`src/rtl/cpu_pkg.sv`:
```
// cpu_pkg: shared definitions for the cpu_core slice.
//   - opcode values (instruction bits [6:0])
//   - branch condition codes (instruction bits [10:7] of a JMP)
//   - FSM state encoding and the debug snapshot struct
//   - bit positions of the instruction fields
//   - cond_met(): evaluates a condition code against the flags
package cpu_pkg;

    localparam logic [6:0] OP_NOP = 7'h00;
    localparam logic [6:0] OP_MOV = 7'h01;
    localparam logic [6:0] OP_LDI = 7'h02;
    localparam logic [6:0] OP_LD  = 7'h03;
    localparam logic [6:0] OP_LDR = 7'h04;
    localparam logic [6:0] OP_ST  = 7'h05;
    localparam logic [6:0] OP_STR = 7'h06;
    localparam logic [6:0] OP_ADD = 7'h07;
    localparam logic [6:0] OP_SUB = 7'h08;
    localparam logic [6:0] OP_AND = 7'h09;
    localparam logic [6:0] OP_OR  = 7'h0A;
    localparam logic [6:0] OP_XOR = 7'h0B;
    localparam logic [6:0] OP_SHL = 7'h0C;
    localparam logic [6:0] OP_SHR = 7'h0D;
    localparam logic [6:0] OP_CMP = 7'h0E;
    localparam logic [6:0] OP_ADI = 7'h0F;
    localparam logic [6:0] OP_JMP = 7'h10;

    localparam logic [3:0] CC_AL = 4'd0;
    localparam logic [3:0] CC_Z  = 4'd1;
    localparam logic [3:0] CC_NZ = 4'd2;
    localparam logic [3:0] CC_C  = 4'd3;
    localparam logic [3:0] CC_NC = 4'd4;
    localparam logic [3:0] CC_N  = 4'd5;
    localparam logic [3:0] CC_NN = 4'd6;

    localparam int OP_LSB  = 0;
    localparam int RD_LSB  = 7;
    localparam int RA_LSB  = 10;
    localparam int RB_LSB  = 13;
    localparam int CC_LSB  = 7;
    localparam int IMM_LSB = 16;

    typedef enum logic {
        ST_EXEC  = 1'b0,
        ST_MWAIT = 1'b1
    } state_t;

    typedef struct packed {
        state_t state;
        logic   z;
        logic   c;
        logic   n;
    } cpu_dbg_t;

    function automatic logic cond_met(input logic [3:0] cc, input logic z,
                                      input logic c, input logic n);
        logic taken;
        case (cc)
            CC_AL:   taken = 1'b1;
            CC_Z:    taken = z;
            CC_NZ:   taken = !z;
            CC_C:    taken = c;
            CC_NC:   taken = !c;
            CC_N:    taken = n;
            CC_NN:   taken = !n;
            default: taken = 1'b0;
        endcase
        return taken;
    endfunction

endpackage

```
`src/rtl/cpu_alu.sv`:
```
// cpu_alu: combinational 16-bit ALU.
//   op_i     : opcode (ADD/ADI add, SUB/CMP subtract, logic and shift ops)
//   a_i, b_i : operands (b_i[3:0] is the shift amount for SHL/SHR)
//   result_o : 16-bit result, modulo 2^16
//   z_o/n_o  : result zero / result bit 15
//   c_o      : carry-out for add, borrow for subtract, 0 for everything else
module cpu_alu
    import cpu_pkg::*;
(
    input  logic [6:0]  op_i,
    input  logic [15:0] a_i,
    input  logic [15:0] b_i,
    output logic [15:0] result_o,
    output logic        z_o,
    output logic        c_o,
    output logic        n_o
);

    logic [16:0] wide;

    always_comb begin
        wide     = '0;
        result_o = '0;
        c_o      = 1'b0;
        case (op_i)
            OP_ADD, OP_ADI: begin
                wide     = {1'b0, a_i} + {1'b0, b_i};
                result_o = wide[15:0];
                c_o      = wide[16];
            end
            OP_SUB, OP_CMP: begin
                // Bit 16 of the 17-bit difference is set exactly when a < b.
                wide     = {1'b0, a_i} - {1'b0, b_i};
                result_o = wide[15:0];
                c_o      = wide[16];
            end
            OP_AND:  result_o = a_i & b_i;
            OP_OR:   result_o = a_i | b_i;
            OP_XOR:  result_o = a_i ^ b_i;
            OP_SHL:  result_o = a_i << b_i[3:0];
            OP_SHR:  result_o = a_i >> b_i[3:0];
            default: result_o = '0;
        endcase
    end

    assign z_o = (result_o == 16'h0000);
    assign n_o = result_o[15];

endmodule

```
`src/rtl/cpu_core.sv`:
```
// cpu_core: 16-bit multi-cycle CPU, 32-bit instructions, 8x16 register file.
//   clk, rst_n           : clock, asynchronous active-low reset
//   prog_addr/instr_out  : program ROM address (= PC) and returned instruction
//   addr_bus/ram_in      : data address and store data (registered, held in MWAIT)
//   ram_out              : load data
//   ram_read/ram_write   : one-cycle load/store strobes
//   ram_busy/ram_ready   : memory handshake; an access finishes on the first
//                          cycle in MWAIT with ram_ready=1 and ram_busy=0
//   reg_leds/pc_leds     : r[LED_REG][7:0] and PC[3:0] for board debug
//   dbg_o                : FSM state and flags snapshot
module cpu_core
    import cpu_pkg::*;
#(
    parameter logic [15:0] RESET_PC = 16'h0000,
    parameter int unsigned LED_REG  = 0
) (
    input  logic        clk,
    input  logic        rst_n,
    output logic [15:0] prog_addr,
    input  logic [31:0] instr_out,
    output logic [15:0] addr_bus,
    output logic [15:0] ram_in,
    input  logic [15:0] ram_out,
    output logic        ram_read,
    output logic        ram_write,
    input  logic        ram_busy,
    input  logic        ram_ready,
    output logic [7:0]  reg_leds,
    output logic [3:0]  pc_leds,
    output cpu_dbg_t    dbg_o
);

    localparam logic [2:0] LED_IDX = 3'(LED_REG);

    state_t      state_q;
    logic [15:0] pc_q;
    logic [15:0] regs_q [8];
    logic        z_q, c_q, n_q;
    logic [15:0] addr_q, wdata_q;
    logic        rd_strobe_q, wr_strobe_q;
    logic        is_load_q;
    logic [2:0]  ld_rd_q;

    logic [6:0]  op;
    logic [2:0]  rd, ra, rb;
    logic [3:0]  cc;
    logic [15:0] imm, ra_val, rb_val, alu_b, alu_res, pc_inc;
    logic        alu_z, alu_c, alu_n;

    assign op     = instr_out[OP_LSB +: 7];
    assign rd     = instr_out[RD_LSB +: 3];
    assign ra     = instr_out[RA_LSB +: 3];
    assign rb     = instr_out[RB_LSB +: 3];
    assign cc     = instr_out[CC_LSB +: 4];
    assign imm    = instr_out[IMM_LSB +: 16];
    assign ra_val = regs_q[ra];
    assign rb_val = regs_q[rb];
    assign alu_b  = (op == OP_ADI) ? imm : rb_val;
    assign pc_inc = pc_q + 16'd1;

    cpu_alu u_alu (
        .op_i     (op),
        .a_i      (ra_val),
        .b_i      (alu_b),
        .result_o (alu_res),
        .z_o      (alu_z),
        .c_o      (alu_c),
        .n_o      (alu_n)
    );

    always_ff @(posedge clk or negedge rst_n) begin
        if (!rst_n) begin
            state_q     <= ST_EXEC;
            pc_q        <= RESET_PC;
            for (int i = 0; i < 8; i++) regs_q[i] <= '0;
            z_q         <= 1'b0;
            c_q         <= 1'b0;
            n_q         <= 1'b0;
            addr_q      <= '0;
            wdata_q     <= '0;
            rd_strobe_q <= 1'b0;
            wr_strobe_q <= 1'b0;
            is_load_q   <= 1'b0;
            ld_rd_q     <= '0;
        end else begin
            case (state_q)
                ST_EXEC: begin
                    case (op)
                        OP_MOV: begin regs_q[rd] <= ra_val; pc_q <= pc_inc; end
                        OP_LDI: begin regs_q[rd] <= imm;    pc_q <= pc_inc; end
                        // Memory ops leave PC alone; it advances when MWAIT completes.
                        OP_LD, OP_LDR: begin
                            addr_q      <= (op == OP_LD) ? imm : ra_val;
                            rd_strobe_q <= 1'b1;
                            is_load_q   <= 1'b1;
                            ld_rd_q     <= rd;
                            state_q     <= ST_MWAIT;
                        end
                        OP_ST, OP_STR: begin
                            addr_q      <= (op == OP_ST) ? imm : rb_val;
                            wdata_q     <= ra_val;
                            wr_strobe_q <= 1'b1;
                            is_load_q   <= 1'b0;
                            state_q     <= ST_MWAIT;
                        end
                        OP_ADD, OP_SUB, OP_AND, OP_OR, OP_XOR,
                        OP_SHL, OP_SHR, OP_ADI: begin
                            regs_q[rd] <= alu_res;
                            z_q        <= alu_z;
                            c_q        <= alu_c;
                            n_q        <= alu_n;
                            pc_q       <= pc_inc;
                        end
                        OP_CMP: begin
                            z_q  <= alu_z;
                            c_q  <= alu_c;
                            n_q  <= alu_n;
                            pc_q <= pc_inc;
                        end
                        OP_JMP:  pc_q <= cond_met(cc, z_q, c_q, n_q) ? imm : pc_inc;
                        default: pc_q <= pc_inc;
                    endcase
                end
                ST_MWAIT: begin
                    rd_strobe_q <= 1'b0;
                    wr_strobe_q <= 1'b0;
                    if (ram_ready && !ram_busy) begin
                        if (is_load_q) regs_q[ld_rd_q] <= ram_out;
                        pc_q    <= pc_inc;
                        state_q <= ST_EXEC;
                    end
                end
                default: state_q <= ST_EXEC;
            endcase
        end
    end

    assign prog_addr = pc_q;
    assign addr_bus  = addr_q;
    assign ram_in    = wdata_q;
    assign ram_read  = rd_strobe_q;
    assign ram_write = wr_strobe_q;
    assign reg_leds  = regs_q[LED_IDX][7:0];
    assign pc_leds   = pc_q[3:0];
    assign dbg_o     = '{state: state_q, z: z_q, c: c_q, n: n_q};

endmodule

```
`config.mk`:
```
export PLATFORM = sky130hd
export DESIGN_NAME = cpu_core
export DESIGN_NICKNAME = d
export VERILOG_FILES = /design/src/rtl/cpu_pkg.sv /design/src/rtl/cpu_alu.sv /design/src/rtl/cpu_core.sv
export SDC_FILE = /design/constraint.sdc
export NUM_CORES = 1
export LEC_CHECK = 0
export CAP_MARGIN = 5
export CORE_UTILIZATION = 25
export CTS_CLUSTER_SIZE = 10
export DETAILED_ROUTE_END_ITERATION = 16
export GPL_ROUTABILITY_DRIVEN = 0
export PLACE_DENSITY = 0.38
export SETUP_SLACK_MARGIN = 0.1
export SYNTH_ARGS = -nofsm -noshare
export SYNTH_HDL_FRONTEND = slang
export SYNTH_SLANG_ARGS = --single-unit
```
`constraint.sdc`:
```
create_clock -name clk -period 8.6 [get_ports clk]
set_input_delay 2.58 -clock clk [delete_from_list [all_inputs] [get_ports clk]]
set_output_delay 2.58 -clock clk [all_outputs]
set_load 0.01 [all_outputs]
```
==> deck_impl_summary.md, run 1 <==
Synthesis and Place & Route Summary

Outcome
  • Status: finished, final reports clean

STA
  • Max transition margin: a little under 8%
  • Setup_tns: 0 ps
  • Final setup fails: 0
  • Slew @ Worst Pin: 1380 ps
  • Fin crit period: between 7000 and 8000 ps
  • Worst Clk Skew: approximately 15 ps

Critical path
  • CP startpoint kind: input port
  • Crit path max fanout: 20

Logic synthesis
  • Multiplexer share: about an eighth
  • Synth Seq Share: between 20 and 30%
  • Cell count after synthesis: 1995
  • Yosys stat chip area: 16500 um^2
  • Post-Synthesis Cell Area: ~17000 um^2
  • Xor/xnor share: less than 1%
  • Floorplan Nets: 2103
  • Commonest register cell after synthesis: dfrtp_1
  • Syn Area/Cell: 8.28 um^2
  • Top logic family: AND-OR/OR-AND gates

Die
  • Die x size: around 260 um
  • Core area: 64900 um^2
  • Die Ht: 259 um
  • Io pins: 118

Clock network
  • Postcts setup bufs: 0
  • Clk root buf: clkbuf_16
  • Longest Clk Path Bufs: 2
  • Sinks on Clock Net: 186
  • CTS Hold Buffers Added: 0
  • Clock edge transition at the registers on the reported setup and hold paths: 80 ps
  • Clk latency late pin: roughly 500 ps

Place
  • Placement Setup Slack: 95.5 ps
  • DP Wirelength: 63400 um

GRT
  • Antenna violations before repair: 1
  • M3 GR Usage: 4.26%
  • Largest net degree at the start of global routing: approximately 110
  • Met1 Use GR: between 30% and 40%
  • Total grt overflow: 0

Route
  • DRC Markers: 0
  • Vias per cell: 6.00
  • Number of DRC markers in iteration 0: 1818

Finish
  • Final Core Density: 29.9%
  • # fillers: 6981
  • Nets: 2175
  • Layout cell share with drive strength beyond 1: around 14%

Power and ir drop
  • Total chip power: 5250 uW
  • Max IR drop VDD: about 0.15 mV
  • Cell Pwr Density: 270 nW/um^2
-- run 1: cell type report --
| cell class | instances | area (um^2) | share of cell area, % |
|---|---|---|---|
| clock buffers | 20 | 467 | 2.40 |
| clock inverters | 11 | 85.1 | 0.438 |
| inverters | 61 | 229 | 1.18 |
| multi-input cells | 1577 | 11000 | 56.4 |
| flip-flops and latches | 186 | 4660 | 24.0 |
| well taps | 855 | 1070 | 5.50 |
| repair buffers | 224 | 1970 | 10.1 |
-- run 1: sequential cells by signal, summed over array words and instances, names as in the netlist, 3 cells and up --
| signal | flops |
|---|---|
| reg_leds | 8 |
| prog_addr | 16 |
| addr_bus | 16 |
| ram_in | 16 |
| regs_q | 120 |
| ld_rd_q | 3 |
-- run 1: per-stage QoR --
| step | hold WS (ps) | instances |
|---|---|---|
| 2_1_floorplan | 465 | 1995 |
| 3_3_place_gp | 465 | 2903 |
| 3_5_place_dp | 471 | 2903 |
| 4_1_cts | 489 | 2934 |
| 5_1_grt | 519 | 2934 |
| 6_report | 484 | 2934 |
-- run 1: where the power goes --
group	internal [uW]	switching [uW]	total (uW)
Combinational	1190	1790	2980
Sequential	1140	320	1460
Clock	395	422	817
Total	2720	2530	5250
-- run 1: Yosys cell counts, drive strengths merged (5+ instances only) --
library cell    n  area [um^2]
a22oi          76          571
xnor2           7         61.3
o221a           5         56.3
a21boi          8         60.1
nand2b         15         93.8
o221ai         96          841
o311ai          6         60.1
a32oi           5         43.8
o21a            6         45.0
o21ai         118          598
a31oi          21          131
nor2          206          781
nor4           14         87.6
mux4           64         1440
inv            57          214
nor2b          11         68.8
nor3           34          185
dfrtp         186         4650
nand2         245          922
nand3b          5         37.5
o211ai         38          285
or3             9         56.3
a21oi         161          806
and2           12         75.1
nand3          57          285
a221oi         17          149
o31ai          32          240
a221o          13          130
a22o            7         61.3
nand4           5         31.3
clkbuf        125          474
a2111oi         9         78.8
buf            46          273
a211o           7         61.3
and3           22          138
and4            5         43.8
a21o           17          128
ha             55          688
o22ai          25          156
a211oi         16          133
or2            18          113
a41oi           8         70.1
mux2i          35          395
mux2           26          293
-- run 1: layer usage --
layer	share of wire, %	vias to the layer above
li1	-	7757
met1	43	8868
met2	47	829
met3	6.7	136
met4	3.2	2
met5	0.0081	-
-- run 1: cells by family (layout without fill, tap and decap cells) --
logic type                 after synthesis  in the layout
xor gates and xnor gates                 8              8
buffers and inverters                  232            316
muxes                                  125            125
AOI/OAI and AO/OA                      719            719
adders and majority gates               56             56
and+or+nand+nor                        669            669
DFF                                    186            186
-- run 1: worst max path at each step --
stage / start / to / cells past startpoint
final: instr_out[6] / regs_q[60] / 15
after global routing: instr_out[5] / regs_q[14] / 19
after CTS: instr_out[0] / regs_q[60] / 17
after detailed placement: instr_out[0] / regs_q[60] / 17
after global placement: instr_out[0] / regs_q[14] / 19
after floorplan: instr_out[0] / regs_q[62] / 20
-- run 1: worst max-delay path: stages --
cell,delay (ps)
clkdlybuf4s50_1,520
or4b_1,670
nor2_4,570
nor2_1,100
or2_2,330
ha_1,430
a2111oi_0,730
nor4_1,210
o41ai_1,670
o21ai_0,170
o22ai_1,220
o211ai_1,150
a22o_1,280
nor4b_2,510
a21oi_1,140
### Wiring heat map, run 1

26 x 26 tiles, from black (low) to pale yellow (high), scaled to the fullest tile. Values are wire area over tile area, all layers added.
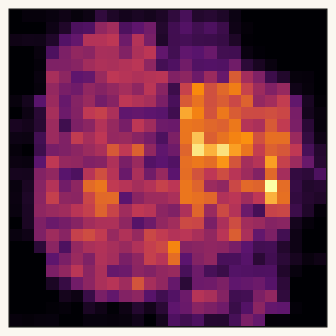
The fullest tile reaches 0.71. The densest ninth of the die: centre. 17% of the tiles are over half the peak. 16% of the tiles are nearly empty. The mean over all tiles is 0.21.
Total Routed Length: 86800 um
GRT Overall Usage: 25.7%

### Selected gate families, run 1

Bar = 100 um.
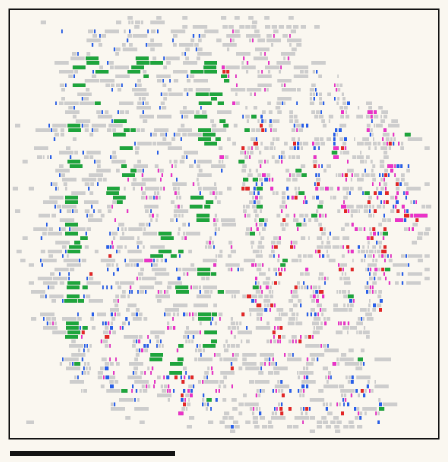
Key: magenta = NOR gates [cells 271]; blue = NAND gates [cells 327, where all over the die]; green = multiplexers [cells 125]; red = AND and OR gates [cells 71]
combinational fraction of the cell area: 56.4%
most frequent logic cell in the layout: nand2_1

### Placed standard cells, run 1

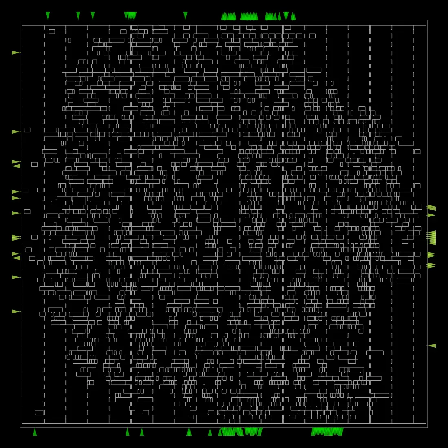
# rows: 93
Layout Cells excl Fill: 2934

==> run 2, diff against run 1 <==
- CORE_ASPECT_RATIO: unset -> 1.2
- DONT_BUFFER_PORTS: unset -> 1
- PLACE_DENSITY: 0.38 -> 0.35
==> run 2 against run 1 <==
Clock skew rose by 7.1 ps. Worst hold slack improved by 31 ps. Non-clock buffer count fell by 152. Via count fell by 2.4%. Core utilization fell by 2.2 points. Largest cell class unchanged.
==> deck_impl_summary.md, run 2 <==
Synthesis and Place & Route Summary

Logic synthesis
  • Cell count after synthesis: 1995
  • Synth Seq Share: 28.2%
  • Count leader, synth: nand2_1
  • Post-Synthesis Cell Area: about 17000 um^2
  • Commonest register cell after synthesis: dfrtp_1
  • Floorplan Nets: 2103
  • Top cells by area: dfrtp_1, mux4_2, nand2_1, o221ai_1, a21oi_1
  • Top-area cell share: 28.2%
  • Yosys stat chip area: 16500 um^2
  • Syn Area/Cell: 8.28 um^2

Critical path
  • WP buf/inv: 3
  • CP cell instances: or4b_1 > nor2_4 > o21ai_2 > inv_2 > ha_1 > inv_1 > ha_1 > o211ai_1 > a2111oi_0 > nor4_1 > o41ai_1 > a221oi_1 > xnor2_1 > nor2_1 > a211o_1 > a222oi_1 > buf_4 > nand2b_1 > a31oi_1
  • Most common cell on crit path: ha_1
  • CP max stage cell: nor4_1
  • CP startpoint kind: input port
  • Crit path max fanout: 14

Finish
  • Most frequent logic cell in the layout: nand2_1
  • Max reg flops: 120
  • Most flop-heavy register: regs_q
  • Layout cell share with drive strength beyond 1: 13.3%
  • Nets: about 2000

Run
  • Max-cap check violation count: 0

Power and ir drop
  • Cell Pwr Density: approximately 270 nW/um^2
  • Max IR drop VDD: approximately 0.17 mV

GRT
  • Total grt overflow: 0
  • Antenna violations before repair: 6
  • Largest net degree at the start of global routing: roughly 190
  • GRT Overall Usage: about a quarter

Route
  • Total Routed Length: 88100 um
  • Vias per cell: 6.22
  • DRC Markers: 0
  • Number of DRC markers in iteration 0: ~1700

Place
  • Placement Setup Slack: 822 ps
  • DP Wirelength: 62900 um

Clock network
  • Number of buffers created by CTS: 17
  • Sinks on Clock Net: 186
  • Longest Clk Path Bufs: 2
  • CTS Hold Buffers Added: 0
  • Clk root buf: clkbuf_16
  • Clock edge transition at the registers on the reported setup and hold paths: ~80 ps
  • Postcts setup bufs: 0

STA
  • Slew @ Worst Pin: ~1200 ps
  • Fin crit period: 7320 ps
  • Setup_tns: 0 ps

Outcome
  • Status: finished, final reports clean

Die
  • Io pins: 118
  • Die x size: 237 um
  • Core area: 65000 um^2
  • Die Ht: 284 um
## run 2: cell count changes in the layout (fill, tap and decap cells not counted), sizes merged
cell,previous run,this run
clkdlybuf4s50,112,0
buf,111,72
clkinvlp,2,0
diode,0,2
inv,61,63
clkbuf,21,20
clkinv,9,10
## run 2: area by class of cell
class                           count  area (um^2)
Clock buffer                       20          457
Inverter                           61          229
Tap cell                          832         1040
Sequential cell                   186         4660
Antenna cell                        2         5.00
Multi-Input combinational cell   1577        11000
Clock inverter                     12          108
Timing Repair Buffer               72          553
Fill cell                        6906        46900
## run 2: layer usage
layer  vias up  GRT usage [%]  part of all wire, %
met5         -              0                0.039
met4         6           11.8                  4.4
met3       203           4.49                  6.0
met2       788           44.6                   49
met1      8716           31.8                   40
li1       7457              -                    -
## run 2: final timing paths
kind / to / depth (start not counted) / startpoint / slack, ps
min in group asynchronous: regs_q[67] / 0 / rst_n / 1750
worst max register to register: regs_q[14] / 19 / reg_leds[0] / 3180
max in group asynchronous: state_q / 0 / rst_n / 6300
worst min register to register: regs_q[5] / 2 / regs_q[5] / 520
worst max-delay path: regs_q[14] / 19 / instr_out[6] / 1280
worst min-delay path: regs_q[5] / 2 / regs_q[5] / 520
## run 2: tightest hold or removal path: stages, from the launching register on
cell,delay (ps)
dfrtp_1,360
nand2_1,60
o221ai_1,60
## run 2: cell families after synthesis
| kind of cell | Yosys count | share of synthesized area, % |
|---|---|---|
| flip-flops | 186 | 28.2 |
| buffers and inverters | 232 | 5.91 |
| adder cells (fa/ha/maj) | 56 | 4.29 |
| AND-OR/OR-AND | 719 | 30.0 |
| XOR/XNOR | 8 | 0.424 |
| multiplexers | 125 | 12.9 |
| AND/OR/NAND/NOR | 669 | 18.3 |
## run 2: per-stage QoR
stage                     instances  power, uW  area (um^2)  util [%]
after floorplan                1995       3180        16500         -
after global placement         2728       4030        17400      26.9
after detailed placement       2728       4040        17400      26.9
after CTS                      2760       4900        18000      27.7
after global routing           2760       5210        18000      27.7
final                          2762       4920        18000      27.7
## run 2: where the power goes
| group | total [uW] | internal (uW) | leakage (uW) | switching (uW) |
|---|---|---|---|---|
| Combinational | 2560 | 953 | 0.00429 | 1610 |
| Clock | 843 | 395 | 0.000281 | 448 |
| Sequential | 1520 | 1130 | 0.00243 | 381 |
| Total | 4920 | 2480 | 0.00700 | 2440 |
### Clock wires, drivers and flops, run 2

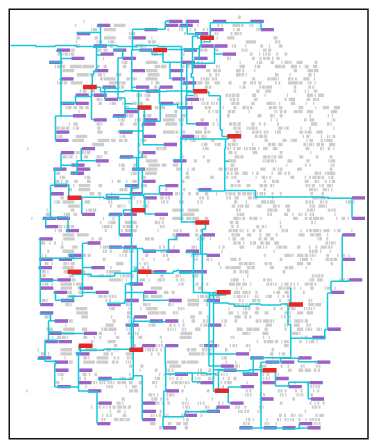
Key: cyan = clock wires [length 3790 um]; purple = flip-flops [count 186]; red = cells driving clock nets [count 17]
There are 18 routed clock nets.
Clock net power: 843 uW
clk latency late pin: 520 ps
clock power share: 17.1%
Worst Clk Skew: 22.1 ps

### Placed standard cells, run 2

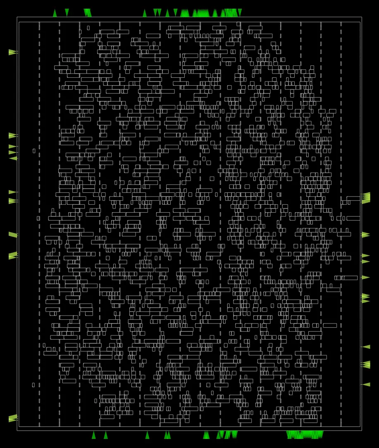
Tap Count: 832
# rows: 102
Final Core Density: 27.7%

No activity file was given, so power comes from the tool's default toggle rates.
